## src/rtl/pipe_ctrl_pkg.sv

```systemverilog
// Shared state encodings and stage-control payload for the pipeline stall controller.
package pipe_ctrl_pkg;

   localparam int unsigned STATE_W = 2;
   localparam int unsigned CTRL_W  = 8;

   typedef logic [STATE_W-1:0] state_t;

   localparam state_t ST_RUN      = 2'd0;
   localparam state_t ST_MEM_WAIT = 2'd1;
   localparam state_t ST_MDU_WAIT = 2'd2;
   localparam state_t ST_ERR      = 2'd3;

   typedef struct packed {
      logic pc_write;
      logic if_id_write;
      logic id_ex_write;
      logic ex_mem_write;
      logic if_id_flush;
      logic id_ex_flush;
      logic ex_mem_bubble;
      logic mem_wb_bubble;
   } ctrl_t;

   localparam ctrl_t CTRL_RUN = ctrl_t'(8'b1111_0000);
   localparam ctrl_t CTRL_OFF = ctrl_t'(8'b0000_0000);

   // Priority resolution: memory miss > MDU busy > load-use > branch.
   function automatic ctrl_t resolve(input logic mem_miss, input logic mdu_busy,
                                     input logic load_use, input logic branch);
      ctrl_t c;
      c = CTRL_RUN;
      if (mem_miss) begin
         c.pc_write      = 1'b0;
         c.if_id_write   = 1'b0;
         c.id_ex_write   = 1'b0;
         c.ex_mem_write  = 1'b0;
         c.mem_wb_bubble = 1'b1;
      end else if (mdu_busy) begin
         c.pc_write      = 1'b0;
         c.if_id_write   = 1'b0;
         c.id_ex_write   = 1'b0;
         c.ex_mem_bubble = 1'b1;
      end else if (load_use) begin
         c.pc_write      = 1'b0;
         c.if_id_write   = 1'b0;
         c.id_ex_flush   = 1'b1;
      end else if (branch) begin
         c.if_id_flush   = 1'b1;
      end
      return c;
   endfunction

endpackage

```

## src/rtl/stall_timer.sv

```systemverilog
// Wait-state timer: cleared on entry to a wait, counts wait cycles, flags the last one.
module stall_timer #(
   parameter int unsigned TIMEOUT = 255,
   parameter int unsigned TO_W    = 8
) (
   input  logic clk,
   input  logic clr,
   input  logic en,
   output logic expired
);

   // Flag the cycle whose increment makes the count reach TIMEOUT.
   localparam logic [TO_W-1:0] LAST = TO_W'(TIMEOUT - 1);

   logic [TO_W-1:0] cnt;

   always_ff @(posedge clk) begin
      if (clr)
         cnt <= '0;
      else if (en)
         cnt <= cnt + TO_W'(1);
   end

   assign expired = (cnt == LAST);

endmodule

```

## src/rtl/pipeline_stall_controller.sv

```systemverilog
// Pipeline hazard/stall controller with wait-state timeout.
// Optional stall-cycle counter on StallCnt_o is built when STALL_CNT_EN is defined.
module pipeline_stall_controller
   import pipe_ctrl_pkg::*;
#(
   parameter int unsigned TIMEOUT = 255,
   parameter int unsigned TO_W    = 8
) (
   input  logic        clk_i,
   input  logic        rst_i,
   input  logic        LoadUse_i,
   input  logic        Branch_i,
   input  logic        MemReq_i,
   input  logic        MemAck_i,
   input  logic        MduStart_i,
   input  logic        MduDone_i,
   output logic        PCWrite_o,
   output logic        IF_ID_Write_o,
   output logic        ID_EX_Write_o,
   output logic        EX_MEM_Write_o,
   output logic        IF_ID_Flush_o,
   output logic        ID_EX_Flush_o,
   output logic        EX_MEM_Bubble_o,
   output logic        MEM_WB_Bubble_o,
   output logic        Err_o,
   output logic [31:0] StallCnt_o
);

   state_t state, state_nxt;
   ctrl_t  ctrl;
   logic   err;
   logic   tmr_clr, tmr_en, tmr_expired;
   logic   mem_miss, mdu_busy;

   assign mem_miss = MemReq_i & ~MemAck_i;
   assign mdu_busy = MduStart_i & ~MduDone_i;

   stall_timer #(
      .TIMEOUT (TIMEOUT),
      .TO_W    (TO_W)
   ) u_timer (
      .clk     (clk_i),
      .clr     (tmr_clr),
      .en      (tmr_en),
      .expired (tmr_expired)
   );

   always_ff @(posedge clk_i) begin
      if (rst_i)
         state <= ST_RUN;
      else
         state <= state_nxt;
   end

   // Next state, stage controls and timer control.
   always_comb begin
      state_nxt = state;
      ctrl      = CTRL_OFF;
      err       = 1'b0;
      tmr_clr   = 1'b1;
      tmr_en    = 1'b0;
      case (state)
         ST_RUN: begin
            ctrl = resolve(mem_miss, mdu_busy, LoadUse_i, Branch_i);
            if (mem_miss)
               state_nxt = ST_MEM_WAIT;
            else if (mdu_busy)
               state_nxt = ST_MDU_WAIT;
         end
         ST_MEM_WAIT: begin
            if (!MemAck_i) begin
               ctrl      = resolve(1'b1, 1'b0, 1'b0, 1'b0);
               tmr_clr   = 1'b0;
               tmr_en    = 1'b1;
               state_nxt = tmr_expired ? ST_ERR : ST_MEM_WAIT;
            end else begin
               ctrl      = resolve(1'b0, mdu_busy, LoadUse_i, Branch_i);
               state_nxt = mdu_busy ? ST_MDU_WAIT : ST_RUN;
            end
         end
         ST_MDU_WAIT: begin
            // MEM holds a bubble while the MDU is busy, so MemReq_i is ignored.
            if (!MduDone_i) begin
               ctrl      = resolve(1'b0, 1'b1, 1'b0, 1'b0);
               tmr_clr   = 1'b0;
               tmr_en    = 1'b1;
               state_nxt = tmr_expired ? ST_ERR : ST_MDU_WAIT;
            end else begin
               ctrl      = resolve(mem_miss, 1'b0, LoadUse_i, Branch_i);
               state_nxt = ST_RUN;
            end
         end
         default: begin
            // ST_ERR: frozen until reset
            err = 1'b1;
         end
      endcase
      if (rst_i) begin
         state_nxt = ST_RUN;
         ctrl      = CTRL_OFF;
         err       = 1'b0;
         tmr_clr   = 1'b1;
         tmr_en    = 1'b0;
      end
   end

   assign PCWrite_o       = ctrl.pc_write;
   assign IF_ID_Write_o   = ctrl.if_id_write;
   assign ID_EX_Write_o   = ctrl.id_ex_write;
   assign EX_MEM_Write_o  = ctrl.ex_mem_write;
   assign IF_ID_Flush_o   = ctrl.if_id_flush;
   assign ID_EX_Flush_o   = ctrl.id_ex_flush;
   assign EX_MEM_Bubble_o = ctrl.ex_mem_bubble;
   assign MEM_WB_Bubble_o = ctrl.mem_wb_bubble;
   assign Err_o           = err;

`ifdef STALL_CNT_EN
   logic [31:0] stall_cnt;

   // Saturating count of cycles in which the PC is held.
   always_ff @(posedge clk_i) begin
      if (rst_i)
         stall_cnt <= '0;
      else if (!ctrl.pc_write && (stall_cnt != '1))
         stall_cnt <= stall_cnt + 32'd1;
   end

   assign StallCnt_o = stall_cnt;
`else
   assign StallCnt_o = '0;
`endif

endmodule
```

## config.mk

```make
export PLATFORM = sky130hd
export DESIGN_NAME = pipeline_stall_controller
export DESIGN_NICKNAME = d
export VERILOG_FILES = /design/src/rtl/pipe_ctrl_pkg.sv /design/src/rtl/stall_timer.sv /design/src/rtl/pipeline_stall_controller.sv
export SDC_FILE = /design/constraint.sdc
export NUM_CORES = 1
export LEC_CHECK = 0
export ABC_CLOCK_PERIOD_IN_PS = 4750
export CAP_MARGIN = 20
export CELL_PAD_IN_SITES_DETAIL_PLACEMENT = 0
export CELL_PAD_IN_SITES_GLOBAL_PLACEMENT = 1
export CORE_UTILIZATION = 30
export CTS_BUF_LIST = sky130_fd_sc_hd__clkbuf_16
export DETAILED_ROUTE_END_ITERATION = 16
export PLACE_DENSITY = 0.91
export SLEW_MARGIN = 30
export SYNTH_ARGS = -nofsm -noshare
export SYNTH_HDL_FRONTEND = slang
export SYNTH_SLANG_ARGS = --single-unit
export TNS_END_PERCENT = 100
```

## constraint.sdc

```tcl
create_clock -name clk_i -period 4.75 [get_ports clk_i]
set_input_delay 0.95 -clock clk_i [delete_from_list [all_inputs] [get_ports clk_i]]
set_output_delay 0.95 -clock clk_i [all_outputs]
set_load 0.05 [all_outputs]
```

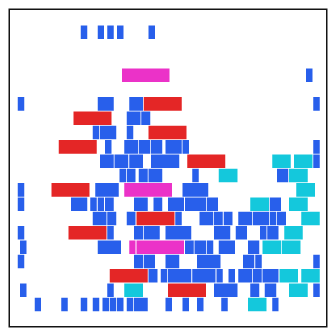
(run_1/cell_classes.png)
Key: flip-flops = red [cells 10, share of their area 18%]; other buffers and delay cells = cyan [cells 16, share of their area 15%]; all other logic = blue [cells 111, share of their area 60%]; clock drivers and dummy loads = magenta [cells 4, share of their area 7.2%]
Finished Cell Area: 1155 um2
sequential share of cell area: 0.1733
core area: 3128 um2
FP Rows: 20

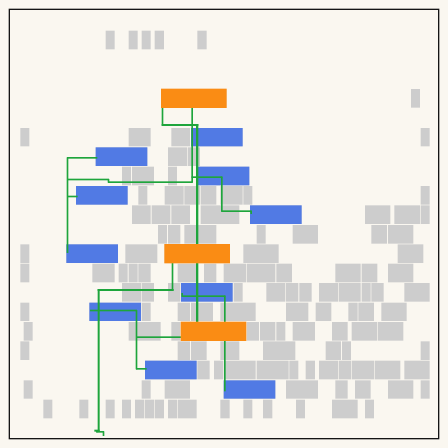
(run_1/clock_map.png)
Key: clock wires = green [length 192 um]; cells driving clock nets = orange [count 3]; flip-flops = blue [count 10]
There are 4 routed clock nets.
clock share of power: 0.253
P_clk: 152 uW
Clock Latency Late Sink: 0.24 ns
clock skew: 0.002541 ns

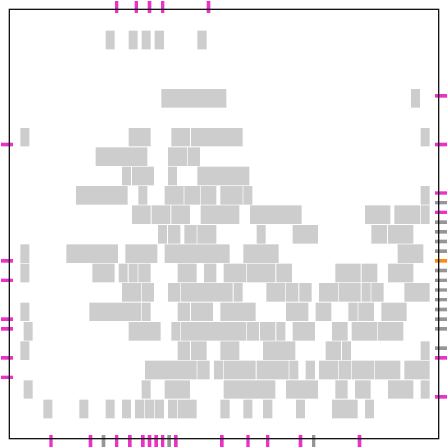
(run_1/pins.png)
Pins as bars across the die edge, other pins in grey.
Key: `StallCnt_o` = magenta [pins 32, direction output, edge 14 bottom, 7 left, 6 right, 5 top]; `PCWrite_o` = orange [pins 1, direction output, edge right]
Die Ht: 59.98 um
die span in x: 59.98 um
I/O Buffers: 16

==> impl_metrics.toml, run 1 <==
# physical design summary
[floorplan]
initial_core_util = 0.3224
die-area_um2 = 3598

[sta]
fin_crit_sh = 0.8468
fmax_ghz = 0.2486
min_period_ns = 4.022
tns_ns = 0
drv_slew = 0

[logic_synthesis]
top_cells_by_area = "buf_4, dfxtp_1, ha_1"
synth_area_um2 = 1008
common_cells = "buf_4, dfxtp_1, nor2_1"
top_area_cell = "buf_4"
yosys_cells = 125

[cells_and_area]
regMostFlops = "u_timer.cnt"
fillers = 329
diodes = 0
nMultiInputCombCells = 105
flop-count = 10
sh_comb_area = 0.5525
clock_buffers = 3
nonClockBufferCount = 16
lay_top_cells = "conb_1, clkdlybuf4s50_1, dfxtp_1"
clk_share = 0.06826
regArea_um2 = 200.2

[critical_path]
worstSetupPathType = "in -> out"
r2r_start = "state[1]"
critical_path.top_delay_family = "buffers and inverters"
critical_path.cell_chain = "clkdlybuf4s50_1 -> o21a_1 -> o21ai_0 -> a2111oi_0 -> clkdlybuf4s50_1"
r2r-end = "u_timer.cnt[7]"

[placed_design]
post-dp-hpwl_um = 1357

[detailed_routing]
drcViolationCount = 0
vias_per_cell = 4.389
dr.pass1.iters = 4
drt_iter0_drc = 18
avgRoutedWirePerCell_um = 10.07

[cts]
clock-sinks = 10
cts_root_buffer = "clkbuf_16"
cts_inserted_buffers = 3
htreeDepth = 1
hold_buffers = 0

[hold_path]
hold_path_class = "reg -> reg"
hold_start = "u_timer.cnt[5]"

[global_route]
grt_pass1_vias = 705
grt_pass1_wl_um = 2918
antenna_found_initial = 0

[status]
status = "completed"

[run]
cap_violations = 0
-- run 1: power by group --
part	internal, uW	leakage [uW]	switching [uW]
Sequential	93.8	0.0000809	9.03
Clock	111	0.0000385	41.9
Combinational	104	0.000309	244
-- run 1: through the flow --
step                        util  hold WS [ns]  power (uW)  area (um2)  worst slack, ns
final                     0.3692        0.5042       602.5        1155           0.7276
after global routing      0.3692        0.5194       637.8        1155           0.5634
after CTS                 0.3692        0.4993       605.4        1155           0.7096
after detailed placement  0.3440        0.4736       447.2        1076           0.7145
after global placement    0.3440        0.4688       449.1        1076           0.6980
after floorplan                -        0.4521       403.4        1125          0.06702
-- run 1: how the worst max path moves through the flow --
stage / startpoint / endpoint / slack (ns) / cells past startpoint
3_3_place_gp: MemAck_i / EX_MEM_Bubble_o / 0.70 / 5
4_1_cts: MduDone_i / IF_ID_Flush_o / 0.71 / 6
5_1_grt: rst_i / IF_ID_Flush_o / 0.56 / 6
6_report: MemAck_i / EX_MEM_Bubble_o / 0.73 / 5
3_5_place_dp: MduDone_i / IF_ID_Flush_o / 0.71 / 6
2_1_floorplan: MemReq_i / EX_MEM_Bubble_o / 0.07 / 3
-- run 1: logic make-up (layout without fill, tap and decap cells) --
logic type | after synthesis | in the layout | synth area share
other cells | 1 | 32 | 0.003719
flops | 10 | 10 | 0.1985
fa+ha+maj | 6 | 6 | 0.07444
compound gates | 28 | 28 | 0.1985
xor+xnor | 5 | 5 | 0.04342
simple gates | 34 | 34 | 0.1973
buf+inv | 41 | 26 | 0.2841
-- run 1: layer usage --
metal,track usage,share of wire,vias to the layer above
li1,-,-,402
met1,0.1243,0.44,362
met2,0.1825,0.46,43
met3,0.02814,0.071,5
met4,0.07309,0.026,0
met5,0,0,-
==> run_1/metal_stack.png <==
Two of the layers only.
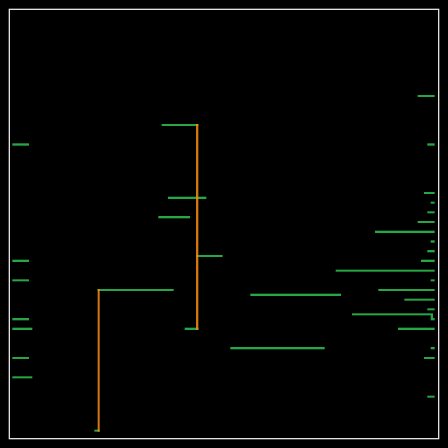

==> run 2, diff against run 1 <==
- ABC_CLOCK_PERIOD_IN_PS: 4750 -> 3300
- CORE_UTILIZATION: 30 -> 25
- PLACE_DENSITY: 0.91 -> 0.82
- clock period: 4.75 -> 3.3 ns (I/O delays scaled with it)
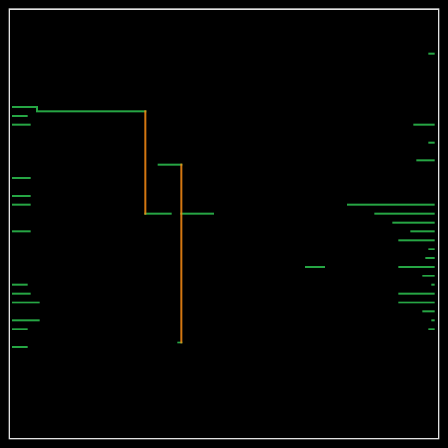
(run_2/metal_stack.png)
Two of the layers only.
Key: met3 = green [wire length 133 um]; met4 = orange [wire length 42.8 um]
DR WL/cell: 9.492 um
Post-Route WL: 1794 um
DR vias: 813
GRT Total Usage: 0.09236

==> impl_metrics.toml, run 2 <==
# physical design summary
[cells_and_area]
diodes = 0
regMostFlops = "u_timer.cnt"
lay_top_cells = "conb_1, dfxtp_1, nor2_1, clkdlybuf4s50_1"
regArea_um2 = 200.2
fillers = 407

[critical_path]
critical_path.cell_chain = "clkdlybuf4s50_1 -> o21a_1 -> o21ai_0 -> a2111oi_2 -> buf_12"

[power]
swShare = 0.4777
p_sw_uw = 428.4
clkPwrFrac = 0.234

[global_route]
top_usage_layer = "met2"
antenna_found_initial = 0
grtUsageMet1 = 0.1086
grt_pass1_wl_um = 3056
grt_use_met2 = 0.1495
grtUsageMet3 = 0.02257

[detailed_routing]
wl_met2_um = 800
drt_iter0_drc = 36
routed-wl-met3_um = 133
drcViolationCount = 0
highest_layer = "met4"

[floorplan]
coreArea_um2 = 3771
die_h_um = 65.51
rows = 22

[logic_synthesis]
yosys_cells = 125
synth_area_um2 = 1008

[status]
status = "completed"

[cts]
clock_latency_ns = 0.24
cts_inserted_buffers = 3
hold_buffers = 0
clock-sinks = 10

[sta]
fmax_ghz = 0.3488
clock_skew_ns = 0.003430
hold_slack_ns = 0.5044
fin_crit_sh = 0.8688
tns_ns = 0
drv_slew = 0

[placed_design]
post-dp-hpwl_um = 1400
numPortBuffers = 16
run 2: netlist changes by cell type in the layout (fill, tap and decap cells not counted), sizes merged:
cell,delta
clkinv,-1
buf,+9
clkdlybuf4s50,-8
run 2: cell families (layout without fill, tap and decap cells):
family	after synthesis	in the layout	share of synthesized area
flops	10	10	0.1985
buf+inv	41	26	0.2841
other cells	1	32	0.003719
simple gates	34	34	0.1973
compound gates	28	28	0.1985
xor+xnor	5	5	0.04342
fa+ha+maj	6	6	0.07444
run 2: power by group through the flow:
stage | sequential (uW) | combinational, uW | clock, uW
floorplan | 147 | 442 | 0
global placement | 149 | 542 | 0
detailed placement | 149 | 541 | 0
CTS | 147 | 545 | 214
global route | 150 | 585 | 218
finish | 147 | 540 | 210
run 2: cell type report:
cell class,instances,area share
Inverter,6,0.01869
Timing Repair Buffer,17,0.1641
Clock buffer,3,0.06231
Tap cell,48,0.04984
Multi-Input combinational cell,105,0.5389
Sequential cell,10,0.1661
run 2: stage by stage:
step / power, uW / util / setup slack, ns / cell area (um2)
floorplan: 588.2 / - / 0.3589 / 1136
global placement: 690.9 / 0.2996 / 0.4261 / 1130
detailed placement: 690.5 / 0.2996 / 0.4328 / 1130
CTS: 906.3 / 0.3195 / 0.4231 / 1205
global route: 953.1 / 0.3195 / 0.3114 / 1205
finish: 896.6 / 0.3195 / 0.4331 / 1205
run 2: worst paths after layout:
check | cells past startpoint | from | endpoint
max | 5 | MemAck_i | EX_MEM_Bubble_o
min reg2reg | 2 | u_timer.cnt[7] | u_timer.cnt[7]
max reg2reg | 6 | state[1] | u_timer.cnt[7]
min | 2 | u_timer.cnt[7] | u_timer.cnt[7]
run 2: worst max-delay path: cells and delay by family:
kind	cells	cell delay, ns
buffers and inverters	2	0.74
AND-OR/OR-AND	3	0.80
==> run 3, diff against run 2 <==
- SKIP_CTS_REPAIR_TIMING: default -> 1
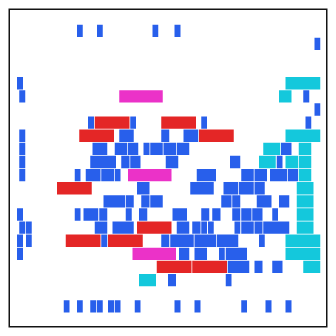
(run_3/cell_classes.png)
Key: all other logic = blue [cells 111, share of their area 59%]; cells driving clock nets = magenta [cells 3, share of their area 6.6%]; flip-flops = red [cells 10, share of their area 17%]; other buffers and delay cells = cyan [cells 17, share of their area 17%]
Finished Core Util: 0.3195
core area: 3771 um2
FP Rows: 22

==> impl_metrics.toml, run 3 <==
# physical design summary
[status]
status = "completed"

[cells_and_area]
regMostFlops = "u_timer.cnt"
lay_top_cells = "conb_1, dfxtp_1, nor2_1, clkdlybuf4s50_1"

[logic_synthesis]
top_cells_by_area = "buf_4, dfxtp_1, ha_1"
top_area_cell = "buf_4"
synth_area_um2 = 1008

[detailed_routing]
drt_iter0_drc = 36
vias_per_cell = 4.302
avgRoutedWirePerCell_um = 9.492

[critical_path]
setup.worst_path.end = "EX_MEM_Bubble_o"
r2r_start = "state[1]"
r2r-end = "u_timer.cnt[7]"

[run]
cap_violations = 0

[placed_design]
place_ws_ns = 0.4328
post-dp-hpwl_um = 1400
placed_cell_area_um2 = 1130

[sta]
tns_ns = 0
drv_slew = 0
hold_slack_ns = 0.5044

[cts]
cts_root_buffer = "clkbuf_16"

[hold_path]
hold_path_class = "reg -> reg"
-- run 3: per-layer routing --
| layer | up-vias | global-route usage | wire length, um |
|---|---|---|---|
| li1 | 408 | - | - |
| met1 | 363 | 0.1086 | 818 |
| met2 | 37 | 0.1495 | 800 |
| met3 | 5 | 0.02257 | 133 |
| met4 | 0 | 0.05707 | 42 |
| met5 | - | 0 | 0 |
-- run 3: power by group --
part           switching, uW  internal (uW)
sequential              11.8            135
combinational            363            176
clock                   53.3            157
-- run 3: final cells by class --
type	count	area, um2
well taps	48	60.06
fillers	407	2566
flip-flops and latches	10	200.2
clock buffers	3	75.07
repair buffers	17	197.7
inverters	6	22.52
multi-input cells	105	649.4
-- run 3: critical path, stage by stage --
cell,delay (ns)
clkdlybuf4s50_1,0.55
o21a_1,0.21
o21ai_0,0.11
a2111oi_2,0.48
buf_12,0.19
-- run 3: kinds of logic after synthesis --
kind of cell	share of synthesized area
AND-OR/OR-AND	0.1985
XOR/XNOR	0.04342
adder cells (fa/ha/maj)	0.07444
buffers and inverters	0.2841
flip-flops	0.1985
other	0.003719
AND/OR/NAND/NOR	0.1973
-- run 3: worst min-delay path by stage --
stage,to,slack (ns),cells after the start,start
5_1_grt,u_timer.cnt[5],0.54,2,u_timer.cnt[5]
3_3_place_gp,u_timer.cnt[7],0.47,2,u_timer.cnt[7]
3_5_place_dp,u_timer.cnt[7],0.48,2,u_timer.cnt[7]
4_1_cts,u_timer.cnt[7],0.49,2,u_timer.cnt[7]
2_1_floorplan,u_timer.cnt[7],0.45,2,u_timer.cnt[7]
6_report,u_timer.cnt[7],0.50,2,u_timer.cnt[7]
No activity file was given, so power comes from the tool's default toggle rates.
